### config.mk
export PLATFORM = sky130hd
export DESIGN_NAME = fir_requant_decim_flat
export DESIGN_NICKNAME = d
export VERILOG_FILES = /design/src/rtl/fir_requant_decim_if.sv /design/src/rtl/fir_requant_decim.sv /design/src/flat_wrapper.sv
export SDC_FILE = /design/constraint.sdc
export NUM_CORES = 1
export LEC_CHECK = 0
export CAP_MARGIN = 20
export CORE_MARGIN = 1.5
export CORE_UTILIZATION = 59
export DETAILED_ROUTE_END_ITERATION = 8
export GPL_TIMING_DRIVEN = 0
export PLACE_DENSITY = 0.85
export SLEW_MARGIN = 10
export SYNTH_ARGS = -nofsm -noshare
export SYNTH_HDL_FRONTEND = slang
export SYNTH_SLANG_ARGS = --single-unit
### constraint.sdc
create_clock -name i_clk -period 3.8 [get_ports i_clk]
set_input_delay 0.95 -clock i_clk [delete_from_list [all_inputs] [get_ports i_clk]]
set_output_delay 0.95 -clock i_clk [all_outputs]
set_load 0.02 [all_outputs]
### src/rtl/fir_requant_decim_if.sv
// Stream and control bundle for fir_requant_decim: sample input side, runtime
// controls, and the show-ahead valid/ready output with its status flags.
// The master drives samples and accepts results; the slave is the block itself.
interface fir_requant_decim_if #(
  parameter int IN_W       = 31,
  parameter int OUT_W      = 16,
  parameter int DECIM_MAX  = 16,
  parameter int FIFO_DEPTH = 4
);
  localparam int CW = $clog2(DECIM_MAX);
  localparam int LW = $clog2(FIFO_DEPTH + 1);

  logic                    i_ce;
  logic signed [IN_W-1:0]  i_result;
  logic [CW-1:0]           i_decim;
  logic                    i_flag_clr;
  logic                    i_ready;
  logic                    o_valid;
  logic signed [OUT_W-1:0] o_data;
  logic [LW-1:0]           o_level;
  logic                    o_sat;
  logic                    o_overflow;

  modport master (
    output i_ce, i_result, i_decim, i_flag_clr, i_ready,
    input  o_valid, o_data, o_level, o_sat, o_overflow
  );

  modport slave (
    input  i_ce, i_result, i_decim, i_flag_clr, i_ready,
    output o_valid, o_data, o_level, o_sat, o_overflow
  );
endinterface

### src/rtl/fir_requant_decim.sv
// Requantizer / decimator behind genericfir: rounds half-up, shifts, saturates
// to OUT_W, keeps one of (i_decim+1) strobes and queues the kept samples in a
// small show-ahead FIFO read through a valid/ready handshake.
module fir_requant_decim #(
  parameter int IN_W       = 31,
  parameter int OUT_W      = 16,
  parameter int SHIFT      = 12,
  parameter int DECIM_MAX  = 16,
  parameter int FIFO_DEPTH = 4
) (
  input logic                 i_clk,
  input logic                 i_rst_n,
  fir_requant_decim_if.slave  bus
);
  localparam int CW = $clog2(DECIM_MAX);
  localparam int LW = $clog2(FIFO_DEPTH + 1);
  localparam int AW = $clog2(FIFO_DEPTH);
  localparam int XW = IN_W + 1;

  // One extra bit so adding the rounding constant can never wrap.
  localparam logic signed [XW-1:0] RND     = (SHIFT > 0) ? (XW'(1) << (SHIFT - 1)) : '0;
  localparam logic signed [XW-1:0] SAT_MAX = XW'((64'sd1 <<< (OUT_W - 1)) - 1);
  localparam logic signed [XW-1:0] SAT_MIN = -SAT_MAX - XW'(1);

  logic signed [XW-1:0]    ext_sum;
  logic signed [XW-1:0]    shifted;
  logic signed [OUT_W-1:0] clamped;
  logic                    clip;

  logic [CW-1:0]           phase;
  logic                    st_valid;
  logic                    st_keep;
  logic                    st_sat;
  logic signed [OUT_W-1:0] st_data;

  logic signed [OUT_W-1:0] mem [FIFO_DEPTH];
  logic [AW-1:0]           wr_ptr;
  logic [AW-1:0]           rd_ptr;
  logic [LW-1:0]           count;

  logic full;
  logic pop;
  logic push_req;
  logic push;

  // Round half-up, arithmetic shift, then clamp to the output range.
  always_comb begin
    // NOTE: every always_comb output gets a default first so no path leaves it unassigned (no latch).
    clamped = '0;
    clip    = 1'b0;
    ext_sum = $signed({bus.i_result[IN_W-1], bus.i_result}) + RND;
    shifted = ext_sum >>> SHIFT;
    if (shifted > SAT_MAX) begin
      clamped = SAT_MAX[OUT_W-1:0];
      clip    = 1'b1;
    end else if (shifted < SAT_MIN) begin
      clamped = SAT_MIN[OUT_W-1:0];
      clip    = 1'b1;
    end else begin
      clamped = shifted[OUT_W-1:0];
    end
  end

  // Decimation phase and stage-1 capture, both advancing only on a strobe.
  always_ff @(posedge i_clk or negedge i_rst_n) begin
    // NOTE: sequential state uses non-blocking assignments so every register samples pre-edge values.
    if (!i_rst_n) begin
      phase    <= '0;
      st_valid <= 1'b0;
      st_keep  <= 1'b0;
      st_sat   <= 1'b0;
      st_data  <= '0;
    end else begin
      st_valid <= bus.i_ce;
      if (bus.i_ce) begin
        st_keep <= (phase == '0);
        st_sat  <= clip;
        st_data <= clamped;
        phase   <= (phase >= bus.i_decim) ? '0 : phase + 1'b1;
      end
    end
  end

  // A full FIFO still accepts a push when the head leaves in the same cycle.
  assign full     = (count == LW'(FIFO_DEPTH));
  assign pop      = (count != '0) && bus.i_ready;
  assign push_req = st_valid && st_keep;
  assign push     = push_req && (!full || pop);

  // FIFO pointers and occupancy.
  always_ff @(posedge i_clk or negedge i_rst_n) begin
    if (!i_rst_n) begin
      wr_ptr <= '0;
      rd_ptr <= '0;
      count  <= '0;
    end else begin
      if (push) wr_ptr <= wr_ptr + 1'b1;
      if (pop)  rd_ptr <= rd_ptr + 1'b1;
      case ({push, pop})
        2'b10:   count <= count + 1'b1;
        2'b01:   count <= count - 1'b1;
        default: count <= count;
      endcase
    end
  end

  // FIFO storage write.
  always_ff @(posedge i_clk) begin
    // NOTE: storage is not reset; occupancy decides validity and the head output is gated while empty.
    if (push) mem[wr_ptr] <= st_data;
  end

  // Sticky status flags; a set in the same cycle as a clear wins.
  always_ff @(posedge i_clk or negedge i_rst_n) begin
    if (!i_rst_n) begin
      bus.o_sat      <= 1'b0;
      bus.o_overflow <= 1'b0;
    end else begin
      if (push_req && st_sat)        bus.o_sat <= 1'b1;
      else if (bus.i_flag_clr)       bus.o_sat <= 1'b0;
      if (push_req && full && !pop)  bus.o_overflow <= 1'b1;
      else if (bus.i_flag_clr)       bus.o_overflow <= 1'b0;
    end
  end

  assign bus.o_valid = (count != '0);
  assign bus.o_data  = (count != '0) ? mem[rd_ptr] : '0;
  assign bus.o_level = count;

endmodule

### src/flat_wrapper.sv
// flat-port wrapper written by rule: the top's interface ports become plain ports
module fir_requant_decim_flat 
#(
  parameter int IN_W       = 31,
  parameter int OUT_W      = 16,
  parameter int SHIFT      = 12,
  parameter int DECIM_MAX  = 16,
  parameter int FIFO_DEPTH = 4
)
  (i_clk, i_rst_n, bus_i_ce, bus_i_result, bus_i_decim, bus_i_flag_clr, bus_i_ready, bus_o_valid, bus_o_data, bus_o_level, bus_o_sat, bus_o_overflow);
  fir_requant_decim_if #(.IN_W(IN_W), .OUT_W(OUT_W), .DECIM_MAX(DECIM_MAX), .FIFO_DEPTH(FIFO_DEPTH)) bus_i ();
  input logic i_clk;
  input logic i_rst_n;
  input wire logic [$bits(bus_i.i_ce)-1:0] bus_i_ce;
  input wire logic [$bits(bus_i.i_result)-1:0] bus_i_result;
  input wire logic [$bits(bus_i.i_decim)-1:0] bus_i_decim;
  input wire logic [$bits(bus_i.i_flag_clr)-1:0] bus_i_flag_clr;
  input wire logic [$bits(bus_i.i_ready)-1:0] bus_i_ready;
  output wire logic [$bits(bus_i.o_valid)-1:0] bus_o_valid;
  output wire logic [$bits(bus_i.o_data)-1:0] bus_o_data;
  output wire logic [$bits(bus_i.o_level)-1:0] bus_o_level;
  output wire logic [$bits(bus_i.o_sat)-1:0] bus_o_sat;
  output wire logic [$bits(bus_i.o_overflow)-1:0] bus_o_overflow;
  assign bus_i.i_ce = bus_i_ce;
  assign bus_i.i_result = bus_i_result;
  assign bus_i.i_decim = bus_i_decim;
  assign bus_i.i_flag_clr = bus_i_flag_clr;
  assign bus_i.i_ready = bus_i_ready;
  assign bus_o_valid = bus_i.o_valid;
  assign bus_o_data = bus_i.o_data;
  assign bus_o_level = bus_i.o_level;
  assign bus_o_sat = bus_i.o_sat;
  assign bus_o_overflow = bus_i.o_overflow;
  fir_requant_decim #(.IN_W(IN_W), .OUT_W(OUT_W), .SHIFT(SHIFT), .DECIM_MAX(DECIM_MAX), .FIFO_DEPTH(FIFO_DEPTH)) u_core (.i_clk(i_clk), .i_rst_n(i_rst_n), .bus(bus_i));
endmodule
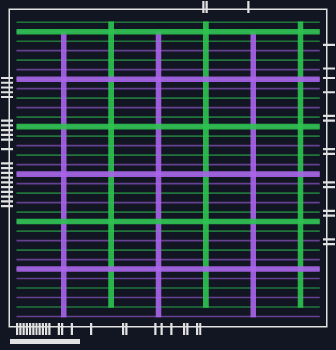
(run_1/pdn.png)
The bar under the picture is 20 µm long. Pins as bars on the die edge.
VDD -> green
VSS -> purple
signal pins = 62
rows = 31
met4 straps = 6
met5 straps = 6
met1 rails = 32

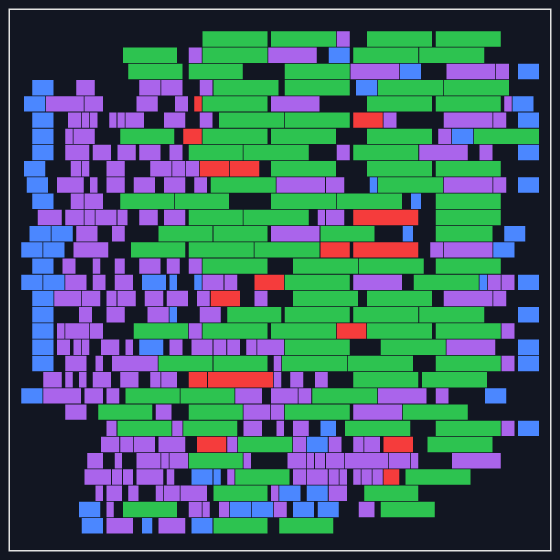
(run_1/cell_classes.png)
clock drivers and dummy loads -> red  # cells 16
other buffers and delay cells -> blue  # cells 61
flip-flops -> green  # cells 96
all other logic -> purple  # cells 202

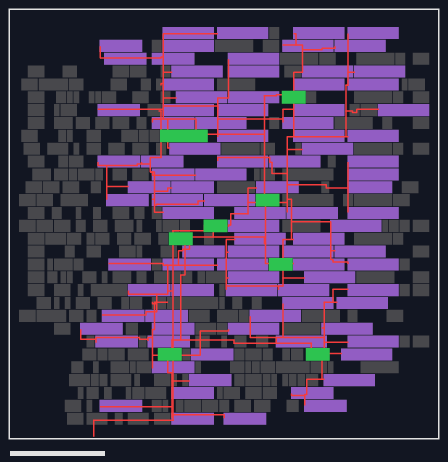
(run_1/clock_map.png)
The bar under the picture is 20 µm long.
clock wires -> red  # length 924 µm
cells driving clock nets -> green  # count 9
flip-flops -> purple  # count 96
routed clock nets = 10

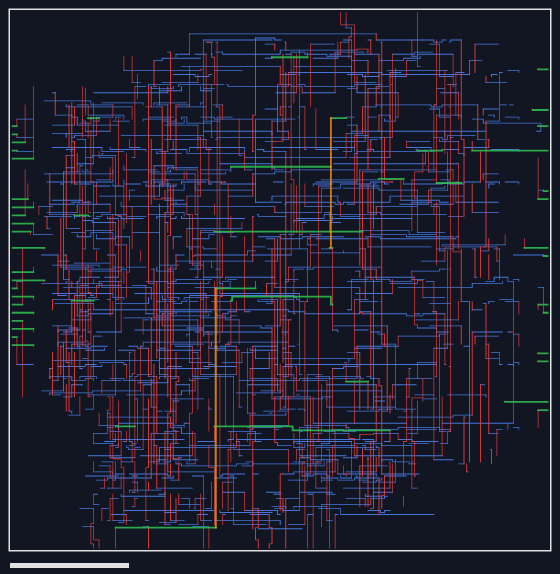
(run_1/metal_stack.png)
The bar under the picture is 20 µm long.
met4 -> orange  # wire length 61.9 µm
met3 -> green  # wire length 244 µm
met2 -> red  # wire length 3,850 µm
met1 -> blue  # wire length 3,720 µm

==> results.cfg, run 1 <==
; physical design summary
[synthesis]
top_area_share_pct = 42.5
syn_area_per_cell_um2 = 14.6
yosys_area_um2 = 4520
synth.distinct_cells = 47
yosys-stat-cells = 309
flop_cell = edfxtp_1
synthCells = 309
synth-edff-count = 64
syn_nets = 361

[place]
place_congestion = 0.799
place_ws_ps = 244

[critical_path]
startpoint = u_core.rd_ptr[0]
critPathArrivalTime_ps = 2540
regToRegStartpoint = u_core.bus.o_level[2]
r2r-end = u_core.mem[1][1]
regToRegSetupSlack_ps = 1590

[run]
cap_violations = 0

[timing]
rsz0062_at_grt = false
slew_viol_final = 0
hold-worst-slack_ps = 522
fin_ws_ps = 310
worstMarginPinSlew_ps = 817
finalCritPeriodShare_pct = 91.8
setup_violations = 0
max_freq_mhz = 287

[power_and_ir_drop]
powerClk_uw = 782
internal_power_uw = 2380
ir_drop_v = 0.000260
p_seq_share_pct = 40.6
pg_seq_uw = 1410
p_clk_share_pct = 22.5
swShare_pct = 31.5
power.switching_uw = 1090
comb-power_uw = 1280
combPwrFrac_pct = 36.9
p_per_area_nw_per_um2 = 645

[clock_tree]
ctsHoldBuffers = 0
insertion_delay_ps = 350
clkSinkCount = 96
clk_pin_slew_worst_paths_ps = 90
postCtsSetupBuffers = 0
cts-root-buf = clkbuf_8
cts_resized = 0
cts_tree = built
numCtsBuffers = 9

[global_routing]
grt_pass1_wl_um = 12800
grtUsageMet3_pct = 3.87
grt_pass1_vias = 2657
antenna_found_initial = 0
use_met1_pct = 27.6
grt-ovfl-total = 0
grtUsageMet2_pct = 33.8
grt_most_used_layer = met2
grt_max_degree = 33
grt_usage_pct = 20.3

[run_status]
status = finished, final reports clean

[detailed_routing]
totalWireLength_um = 7870
drt-initial-drc-count = 160
num_vias = 2697
drc_errors = 0
wl_per_cell_um = 16.6
firstDrtPassIters = 4

[floorplanning]
rows = 31

[final_layout]
final_nets = 422
final_util_pct = 73.5
n_fill_cell = 441
lay_top_count = edfxtp_1

[min_path]
hp-class = register to register
min_from = u_core.st_data[10]
## run 1: metal layers
layer	up-vias	routed length, µm
li1	1286	-
met1	1340	3720
met2	66	3850
met3	5	244
met4	0	61
met5	-	0
## run 1: cell usage after synthesis, drive strengths merged, types with 2 or more instances
master / instances
clkbuf: 8
mux4: 16
dfrtp: 32
a21o: 3
nor3b: 2
edfxtp: 64
o21ai: 6
nand2b: 3
inv: 14
o32ai: 2
mux2i: 3
a311o: 15
xor2: 8
nand4: 2
nor3: 3
ha: 11
and3: 5
nand3: 12
nor2: 6
mux2: 2
xnor2: 15
nand2: 14
o22ai: 2
and2: 6
a21oi: 4
nor2b: 33
buf: 3
## run 1: area by class of cell
class                           count  area [µm²]  area share [%]
Tap cell                           99         124            2.30
Multi-Input combinational cell    188        1690            31.3
Clock buffer                       10         128            2.37
Buffer                             10        55.1            1.02
Clock inverter                      6         115            2.14
Inverter                           14        52.6           0.975
Sequential cell                    96        2720            50.5
Timing Repair Buffer               51         503            9.33
## run 1: kinds of logic after synthesis
| group | share of synthesized area [%] |
|---|---|
| buffers and inverters | 2.43 |
| flip-flops | 60.2 |
| adder cells (fa/ha/maj) | 3.49 |
| AND-OR/OR-AND | 7.31 |
| multiplexers | 9.13 |
| AND/OR/NAND/NOR | 13.0 |
| XOR/XNOR | 4.46 |
## run 1: registers in the layout (all words and copies together), names as in the netlist
signal / cells
u_core.st_sat: 1
u_core.bus.o_overflow: 1
u_core.bus.o_level: 3
u_core.phase: 4
u_core.st_data: 16
u_core.mem: 64
u_core.wr_ptr: 2
u_core.bus.o_sat: 1
u_core.rd_ptr: 2
u_core.st_keep: 1
u_core.st_valid: 1
## run 1: worst max-delay path, cell delays in order, from the launching register on
cell and delay, ps:
dfrtp_2 550, buf_2 380, mux4_2 570, nor2b_1 150, clkdlybuf4s50_1 550
==> run_1/final_clocks.png <==
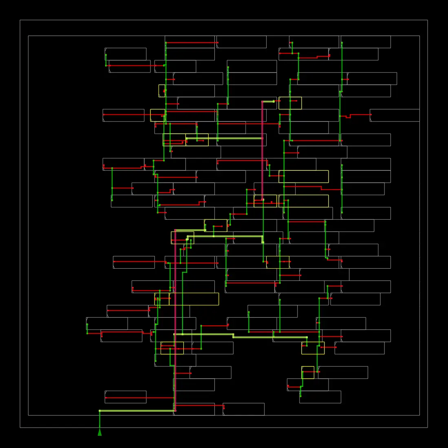

## Run 2: what changed since run 1
Settings changed: PLACE_DENSITY 0.85 to 0.95.
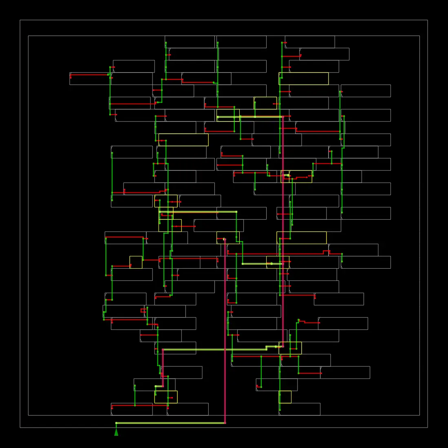
(run_2/final_clocks.png)
total CTS buffers: 9
Clock Sinks: 96
clock buffers: 9
final setup skew: 5.24 ps

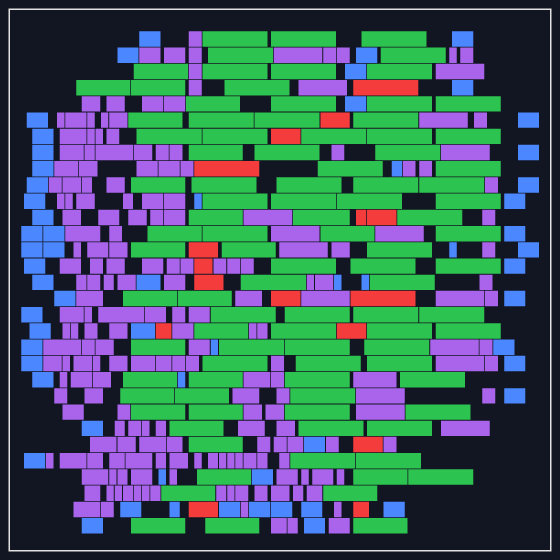
(run_2/cell_classes.png)
flip-flops -> green  # cells 96
clock drivers and dummy loads -> red  # cells 16
other buffers and delay cells -> blue  # cells 60
all other logic -> purple  # cells 202

==> run 2 against run 1 <==
Final cell count down 0.21%. Critical path type unchanged. Die size unchanged. Largest power group unchanged. Register-to-register slack worse by 200 ps. Utilization down 0.051 points. Sequential power about the same. Wire length up 5.5%.
==> results.cfg, run 2 <==
; physical design summary
[run_status]
status = finished, final reports clean

[global_routing]
grt_pass1_vias = 2753
antenna_found_initial = 0
grtUsageMet2_pct = 37.4
grt-ovfl-total = 0

[timing]
setup_violations = 0
max_freq_mhz = 274
fin_ws_ps = 147
rsz0062_at_grt = false
finalCritPeriodShare_pct = 96.1
worstMarginPinSlew_ps = 817

[critical_path]
cp_cell_sequence = clkbuf_1 -> clkbuf_1 -> mux4_2 -> nor2b_1 -> clkdlybuf4s50_1
cp.buffers_inverters = 3
slowest_delay_ps = 560
crit_family = buffers and inverters

[detailed_routing]
drc_errors = 0
num_vias = 2725
drt-initial-drc-count = 152
totalWireLength_um = 8300
wl_per_cell_um = 17.5
wirelength_met1_um = 3600
highest_layer = met4
met3_length_um = 319

[synthesis]
top_cells_by_count = edfxtp_1 (64), nor2b_1 (33), dfrtp_1 (32)
top_area_share_pct = 42.5
syn_area_per_cell_um2 = 14.6
synth.distinct_cells = 47
most_common_cell = edfxtp_1
synth-edff-count = 64
yosys_area_um2 = 4520
syn_nets = 361

[floorplanning]
rows = 31

[clock_tree]
clk_pin_slew_worst_paths_ps = 90
insertion_delay_ps = 350
cts_tree = built
cts-root-buf = clkbuf_8
cts_resized = 0

[power_and_ir_drop]
ir_drop_v = 0.000299

[min_path]
hp-class = register to register

[run]
cap_violations = 0

[final_layout]
largest_reg_flops = 64
area.combinational_um2 = 1690
final_nets = 421

[place]
place_congestion = 0.799
place_ws_ps = 219
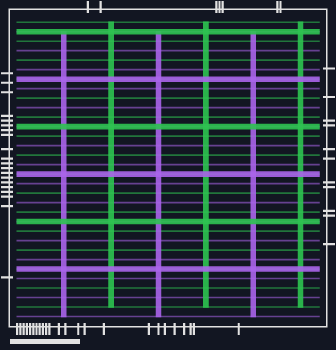
(run_2/pdn.png)
The bar under the picture is 20 µm long. Pins as bars on the die edge.
VDD -> green
VSS -> purple
met1 rails = 32
signal pins = 62
met4 straps = 6
rows = 31
met5 straps = 6

run 2: through the flow:
stage | hold WS [ps] | utilization, % | instances
6_report | 521 | 73.5 | 473
5_1_grt | 553 | 73.5 | 473
3_3_place_gp | 487 | 70.2 | 458
2_1_floorplan | 468 | - | 309
4_1_cts | 526 | 73.4 | 473
3_5_place_dp | 502 | 70.1 | 458
run 2: kinds of logic (layout without fill, tap and decap cells):
| kind of cell | after synthesis | in the layout | synth area share (%) |
|---|---|---|---|
| compound gates | 39 | 39 | 7.31 |
| xor+xnor | 23 | 23 | 4.46 |
| fa+ha+maj | 12 | 12 | 3.49 |
| buf+inv | 25 | 90 | 2.43 |
| flops | 96 | 96 | 60.2 |
| mux | 21 | 21 | 9.13 |
| simple gates | 93 | 93 | 13.0 |
run 2: power breakdown:
group	total, µW	switching [µW]	internal, µW	leakage [µW]
sequential	1420	140	1280	0.000962
combinational	1290	636	657	0.000862
clock	783	345	438	0.000116
run 2: worst paths after layout:
kind	from	to	slack [ps]	cells after the start
min in group asynchronous	i_rst_n	u_core.phase[1]	640	1
max in group asynchronous	i_rst_n	u_core.rd_ptr[0]	2660	1
worst max register to register	u_core.bus.o_level[1]	u_core.bus.o_level[1]	1390	7
worst min register to register	u_core.st_data[10]	u_core.mem[2][10]	520	0
worst min-delay path	u_core.st_data[10]	u_core.mem[2][10]	520	0
worst max-delay path	u_core.rd_ptr[1]	bus_o_data[12]	150	5
run 2: layout make-up:
type / count / share of cell area, %
clock buffer: 9 / 2.30
buffer: 10 / 0.999
inverter: 14 / 0.976
clock inverter: 7 / 2.21
tap: 99 / 2.30
sequential: 96 / 50.6
multi-input combinational: 188 / 31.5
timing repair buffer: 50 / 9.20
==> run_2/clock_map.png <==
The bar under the picture is 20 µm long.
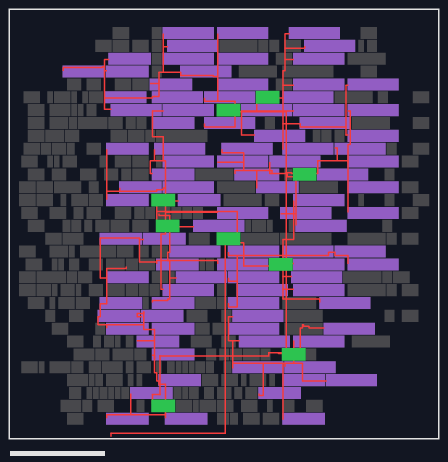

## Run 3: what changed since run 2
Settings changed: CORE_UTILIZATION 59 to 50, PLACE_DENSITY 0.95 to 0.86.
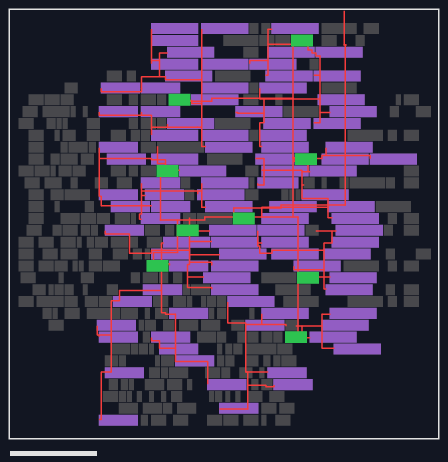
(run_3/clock_map.png)
The bar under the picture is 20 µm long.
flip-flops -> purple  # count 96
clock wires -> red  # length 899 µm
cells driving clock nets -> green  # count 9
routed clock nets = 10

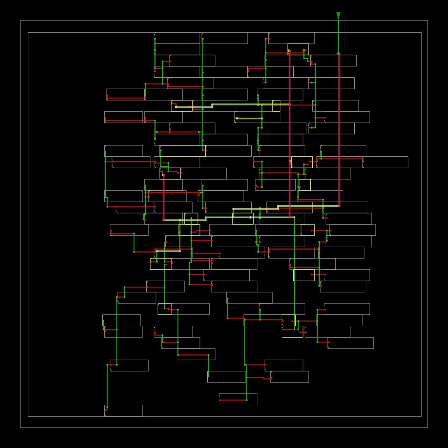
(run_3/final_clocks.png)
clk pwr: 661 µW
Seq Cell Count: 96
clk latency late pin: 350 ps
final setup skew: 8.99 ps

==> run 3 against run 2 <==
First-iteration DRC count decreased by 35%. Final cell count increased by 1.9%. Sequential power barely moved.
==> results.cfg, run 3 <==
; physical design summary
[synthesis]
mux_share_pct = 9.13
fa_ha_area_share_pct = 3.49
synth.distinct_cells = 47
synthCells = 309
xor_area_share_pct = 4.45
most_common_cell = edfxtp_1
yosys.area_share.simple_pct = 13.0
yosys-stat-cells = 309
syn_area_per_cell_um2 = 14.6
synth-edff-count = 64
yosys_area_um2 = 4520

[timing]
finalCritPeriodShare_pct = 96.5
setup_violations = 0
hold-worst-slack_ps = 527
max_freq_mhz = 273
slew_viol_final = 0
fin_ws_ps = 132
worstMarginPinSlew_ps = 847

[global_routing]
grt_pass1_wl_um = 13200
grt_max_degree = 33
grt-ovfl-total = 0
grt_usage_pct = 17.7
grt_pass1_vias = 2709

[min_path]
min_from = u_core.st_data[11]
hold_depth = 0
hp-class = register to register

[clock_tree]
clkSinkCount = 96
cts_tree = built
numCtsBuffers = 9
clk_pin_slew_worst_paths_ps = 100
postCtsSetupBuffers = 0

[critical_path]
cp_common_cell = clkbuf_1
regToRegSetupSlack_ps = 1430
cp.buffers_inverters = 3
regToRegStartpoint = u_core.bus.o_level[1]
cp_cell_sequence = clkbuf_1 -> clkbuf_1 -> mux4_2 -> nor2b_1 -> clkdlybuf4s50_1
ff2ff_path_depth = 7
crit_family = buffers and inverters
slowest_delay_ps = 560
crit_slowest_cell = clkdlybuf4s50_1
critPathArrivalTime_ps = 2720
r2r-end = u_core.bus.o_level[1]

[detailed_routing]
met3_length_um = 402
wirelength_met1_um = 3490
drt-initial-drc-count = 99
met2_length_um = 3920
firstDrtPassIters = 4
highest_layer = met4
num_vias = 2749

[floorplanning]
rows = 34

[final_layout]
final_util_pct = 61.1
lay_top_count = edfxtp_1
largestRegisters = u_core.mem (64), u_core.st_data (16), u_core.phase (4)
largest_reg_flops = 64
regMostFlops = u_core.mem
final_nets = 421
final_cells = 482

[place]
place_congestion = 0.825
placedCellCount = 467
place_ws_ps = 260

[run_status]
status = finished, final reports clean

[power_and_ir_drop]
ir_drop_v = 0.000238
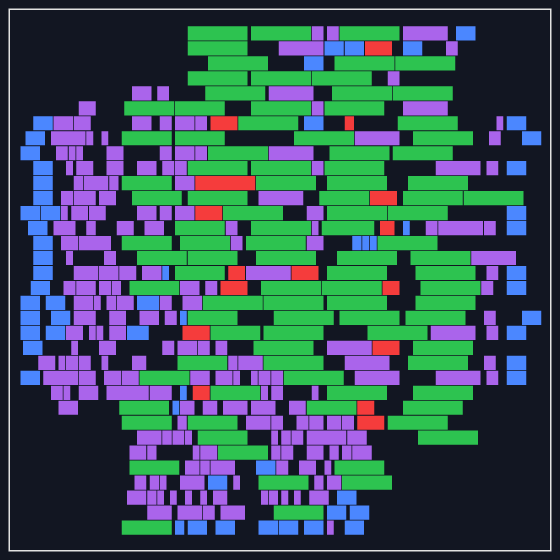
(run_3/cell_classes.png)
flip-flops -> green  # cells 96
all other logic -> purple  # cells 202
clock drivers and dummy loads -> red  # cells 16
other buffers and delay cells -> blue  # cells 60

-- run 3: cell counts after synthesis --
No cell type changed its count.
-- run 3: repair_timing --
| action | CTS | global route |
|---|---|---|
| hold buffers | 0 | 0 |
| hold endpoints to repair | 0 | 0 |
| endpoints found under the setup margin | 8 | 10 |
| resized | 0 | 2 |
-- run 3: cell type report --
type / instances / area (µm²)
multi-input cells: 188 / 1690
clock buffers: 9 / 124
fillers: 672 / 3410
plain buffers: 10 / 53.8
well taps: 108 / 135
flip-flops and latches: 96 / 2720
clock inverters: 7 / 77.6
repair buffers: 50 / 495
inverters: 14 / 52.6
-- run 3: worst reg2reg max path, stage by stage (launching register included) --
cell      delay, ps
dfrtp_1         440
nor3_2          530
nor2b_1         230
nand2_1         140
fa_1            440
a211oi_1        180
o21ai_0         120
a22oi_1         200
-- run 3: worst max path at each step --
stage,slack [ps],from,depth (start not counted),endpoint
5_1_grt,7,u_core.rd_ptr[1],5,bus_o_data[11]
6_report,130,u_core.rd_ptr[1],5,bus_o_data[14]
2_1_floorplan,1020,u_core.rd_ptr[0],4,bus_o_data[10]
3_5_place_dp,260,u_core.rd_ptr[0],5,bus_o_data[14]
3_3_place_gp,270,u_core.rd_ptr[0],5,bus_o_data[14]
4_1_cts,2,u_core.bus.o_level[0],4,bus_o_data[11]
-- run 3: cell families after synthesis --
group,Yosys count
buffers and inverters,25
adder cells (fa/ha/maj),12
AND-OR/OR-AND,39
multiplexers,21
flip-flops,96
XOR/XNOR,23
AND/OR/NAND/NOR,93
-- run 3: report_power, final --
group / switching, µW / internal [µW]
Clock: 350 / 311
Combinational: 617 / 653
Sequential: 134 / 1280
-- run 3: routing by layer --
layer,vias up,GRT usage [%]
met3,10,2.43
met1,1377,23.9
met5,-,0
met2,79,29.0
li1,1283,-
met4,0,7.80
Power figures rest on the tool's default switching activity, not on a simulated workload.
